$ cat config.mk
export PLATFORM = sky130hd
export DESIGN_NAME = fir_mac_sequencer
export DESIGN_NICKNAME = d
export VERILOG_FILES = /design/src/rtl/fir_mac_sequencer_pkg.sv /design/src/rtl/fir_tap_counter.sv /design/src/rtl/fir_mac_sequencer.sv
export SDC_FILE = /design/constraint.sdc
export NUM_CORES = 1
export LEC_CHECK = 0
export ABC_AREA = 1
export CORE_MARGIN = 2
export CORE_UTILIZATION = 45
export CTS_BUF_LIST = sky130_fd_sc_hd__clkbuf_4 sky130_fd_sc_hd__clkbuf_8
export CTS_CLUSTER_DIAMETER = 80
export DETAILED_ROUTE_END_ITERATION = 12
export HOLD_SLACK_MARGIN = 0.15
export PLACE_DENSITY = 0.72
export SYNTH_ARGS = -nofsm -noshare
export SYNTH_HDL_FRONTEND = slang
export SYNTH_SLANG_ARGS = --single-unit
export TNS_END_PERCENT = 20
$ cat constraint.sdc
create_clock -name clk -period 1.1 [get_ports clk]
set_input_delay 0.33 -clock clk [delete_from_list [all_inputs] [get_ports clk]]
set_output_delay 0.33 -clock clk [all_outputs]
set_load 0.01 [all_outputs]
$ cat src/rtl/fir_mac_sequencer_pkg.sv
// Shared types for the FIR MAC sequencer: state encoding, control bundle and its decode.
package fir_mac_sequencer_pkg;

    localparam int unsigned STATE_W = 3;
    localparam int unsigned LAT_W   = 3;

    typedef enum logic [STATE_W-1:0] {
        ST_IDLE  = 3'd0,
        ST_SHIFT = 3'd1,
        ST_MAC   = 3'd2,
        ST_DRAIN = 3'd3,
        ST_DONE  = 3'd4
    } state_e;

    typedef struct packed {
        logic busy;
        logic shift_en;
        logic mac_en;
        logic mac_clear;
        logic out_valid;
        logic overrun;
    } seq_ctrl_t;

    // Control values for the cycle the FSM is about to enter; registered by the caller.
    function automatic seq_ctrl_t decode_ctrl(input state_e nxt, input state_e cur, input logic drop);
        seq_ctrl_t c;
        c.busy      = (nxt != ST_IDLE);
        c.shift_en  = (nxt == ST_SHIFT);
        c.mac_en    = (nxt == ST_MAC);
        c.mac_clear = (nxt == ST_MAC) && (cur != ST_MAC);
        c.out_valid = (nxt == ST_DONE);
        c.overrun   = drop;
        return c;
    endfunction

endpackage

$ cat src/rtl/fir_tap_counter.sv
// Up-counter that wraps to zero after reaching last; clear forces zero.
module fir_tap_counter #(
    parameter int unsigned WIDTH = 3
) (
    input  logic             clk,
    input  logic             rst_n,
    input  logic             clear,
    input  logic             inc,
    input  logic [WIDTH-1:0] last,
    output logic [WIDTH-1:0] count
);

    always_ff @(posedge clk or negedge rst_n) begin
        if (!rst_n) begin
            count <= '0;
        end else if (clear) begin
            count <= '0;
        end else if (inc) begin
            count <= (count == last) ? '0 : count + WIDTH'(1);
        end
    end

endmodule

$ cat src/rtl/fir_mac_sequencer.sv
// Control FSM for the FIR datapath: shift, walk taps through the MAC, drain, flag result.
module fir_mac_sequencer
    import fir_mac_sequencer_pkg::*;
#(
    parameter int unsigned NUM_TAPS    = 8,
    parameter int unsigned MAC_LATENCY = 1
) (
    input  logic                        clk,
    input  logic                        rst_n,
    input  logic                        enable,
    input  logic                        sample_valid,
    output logic                        busy,
    output logic                        shift_en,
    output logic [$clog2(NUM_TAPS)-1:0] tap_index,
    output logic                        mac_en,
    output logic                        mac_clear,
    output logic                        out_valid,
    output logic                        overrun
);

    localparam int unsigned TAP_W      = $clog2(NUM_TAPS);
    localparam int unsigned DRAIN_LAST = (MAC_LATENCY > 0) ? MAC_LATENCY - 1 : 0;

    state_e     state;
    state_e     state_next;
    seq_ctrl_t  ctrl;
    logic       accept;
    logic       drop;
    logic       tap_clear;
    logic       tap_inc;
    logic       tap_last;
    logic       drain_clear;
    logic       drain_inc;
    logic       drain_last;
    logic [LAT_W-1:0] drain_count;

    assign tap_last   = (tap_index == TAP_W'(NUM_TAPS - 1));
    assign drain_last = (drain_count == LAT_W'(DRAIN_LAST));

    fir_tap_counter #(
        .WIDTH (TAP_W)
    ) u_tap_counter (
        .clk   (clk),
        .rst_n (rst_n),
        .clear (tap_clear),
        .inc   (tap_inc),
        .last  (TAP_W'(NUM_TAPS - 1)),
        .count (tap_index)
    );

    fir_tap_counter #(
        .WIDTH (LAT_W)
    ) u_drain_counter (
        .clk   (clk),
        .rst_n (rst_n),
        .clear (drain_clear),
        .inc   (drain_inc),
        .last  (LAT_W'(DRAIN_LAST)),
        .count (drain_count)
    );

    // State register.
    always_ff @(posedge clk or negedge rst_n) begin
        if (!rst_n) begin
            state <= ST_IDLE;
        end else begin
            state <= state_next;
        end
    end

    // Next state and counter controls.
    always_comb begin
        state_next  = state;
        tap_clear   = 1'b0;
        tap_inc     = 1'b0;
        drain_clear = 1'b0;
        drain_inc   = 1'b0;
        accept      = enable && sample_valid;
        drop        = 1'b0;

        unique case (state)
            ST_IDLE: begin
                tap_clear   = 1'b1;
                drain_clear = 1'b1;
                if (accept) begin
                    state_next = ST_SHIFT;
                end
            end
            ST_SHIFT: begin
                tap_clear   = 1'b1;
                drain_clear = 1'b1;
                drop        = accept;
                state_next  = ST_MAC;
            end
            ST_MAC: begin
                tap_inc     = 1'b1;
                drain_clear = 1'b1;
                drop        = accept;
                if (tap_last) begin
                    state_next = (MAC_LATENCY > 0) ? ST_DRAIN : ST_DONE;
                end
            end
            ST_DRAIN: begin
                tap_clear = 1'b1;
                drain_inc = 1'b1;
                drop      = accept;
                if (drain_last) begin
                    state_next = ST_DONE;
                end
            end
            ST_DONE: begin
                tap_clear   = 1'b1;
                drain_clear = 1'b1;
                state_next  = accept ? ST_SHIFT : ST_IDLE;
            end
            default: begin
                tap_clear   = 1'b1;
                drain_clear = 1'b1;
                state_next  = ST_IDLE;
            end
        endcase
    end

    // Outputs are registered from the next-state decode so they line up with the state they describe.
    always_ff @(posedge clk or negedge rst_n) begin
        if (!rst_n) begin
            ctrl <= '0;
        end else begin
            ctrl <= decode_ctrl(state_next, state, drop);
        end
    end

    assign busy      = ctrl.busy;
    assign shift_en  = ctrl.shift_en;
    assign mac_en    = ctrl.mac_en;
    assign mac_clear = ctrl.mac_clear;
    assign out_valid = ctrl.out_valid;
    assign overrun   = ctrl.overrun;

endmodule

==> images/placement_by_type.png <==
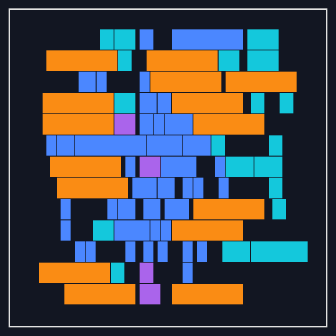
- orange: flops (cells 15; share of their area 46%)
- purple: clock drivers and dummy loads (cells 4; share of their area 3.4%)
- cyan: other buffers and delay cells (cells 19; share of their area 18%)
- blue: combinational and other logic (cells 40; share of their area 32%)

==> images/clk_routes.png <==
The bar under the picture is 10 um long.
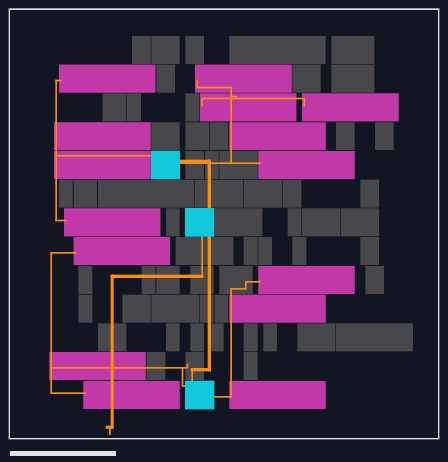
- magenta: flip-flops (count 15)
- cyan: clock drivers (count 3)
- orange: clock wires (length 170 um)
- routed clock nets: 4

==> changes_impl.md <==
### Metrics

* Status: complete, but fails checks
* Failing checks: setup timing
* Clock network contribution to total cell area at 0.03318
* Setup ws final at -66.31 ps
* GRT met2 Usage at 0.2738
* Worst hold slack at 360.8 ps
* Crit Path Max Fanout at 2
* Max Fclk at 857.4 MHz
* P_seq at 0.757 mW
* P_sw at 0.5704 mW
* Setup violation total in the final timing report at 11
* Avg Inst Size Synth at 10.90 um2
* Worst IR drop on VDD at 0.001173 V
* Most frequent cells in the layout: dfrtp_1 (15), inv_1 (10), buf_2 (9)
* Cell count after synthesis at 55
* Synth Seq Share at 0.6263
* Final instance area at 829.5 um2
* Placer Congestion at 0.7516
* Max-area cell share at 0.6263
* R2R Setup Slk at -60 ps
==> images/cell_density.png <==
The bar under the picture is 10 um long. The die is cut into 8 by 8 equal tiles; dark blue is low, red is high, 0 to 100% covered.
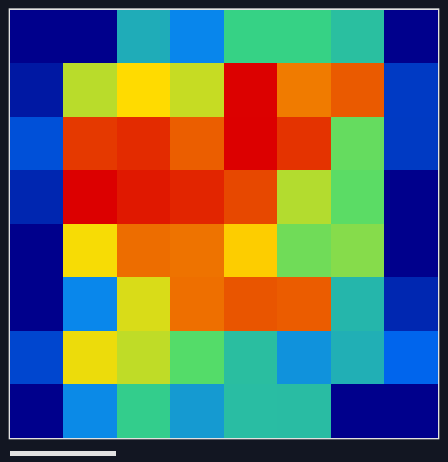
- nearly empty tiles: 16%
- fullest tile: 100%
- densest ninth of the die: centre
- mean over tiles: 49%
- tiles over 75% full: 30%
- emptiest ninth of the die: south-east

==> images/metal_density.png <==
The die is cut into 8 by 8 equal tiles; dark blue is low, red is high, scaled to the fullest tile. Values are wire area over tile area, all layers added.
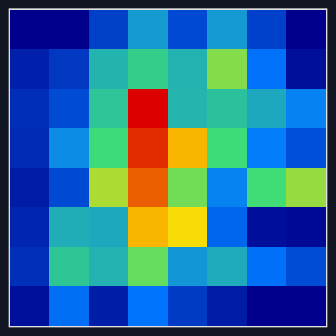
- fullest tile: 0.35
- tiles over half the peak: 20%
- densest ninth of the die: centre

No activity file was given, so power comes from the tool's default toggle rates.
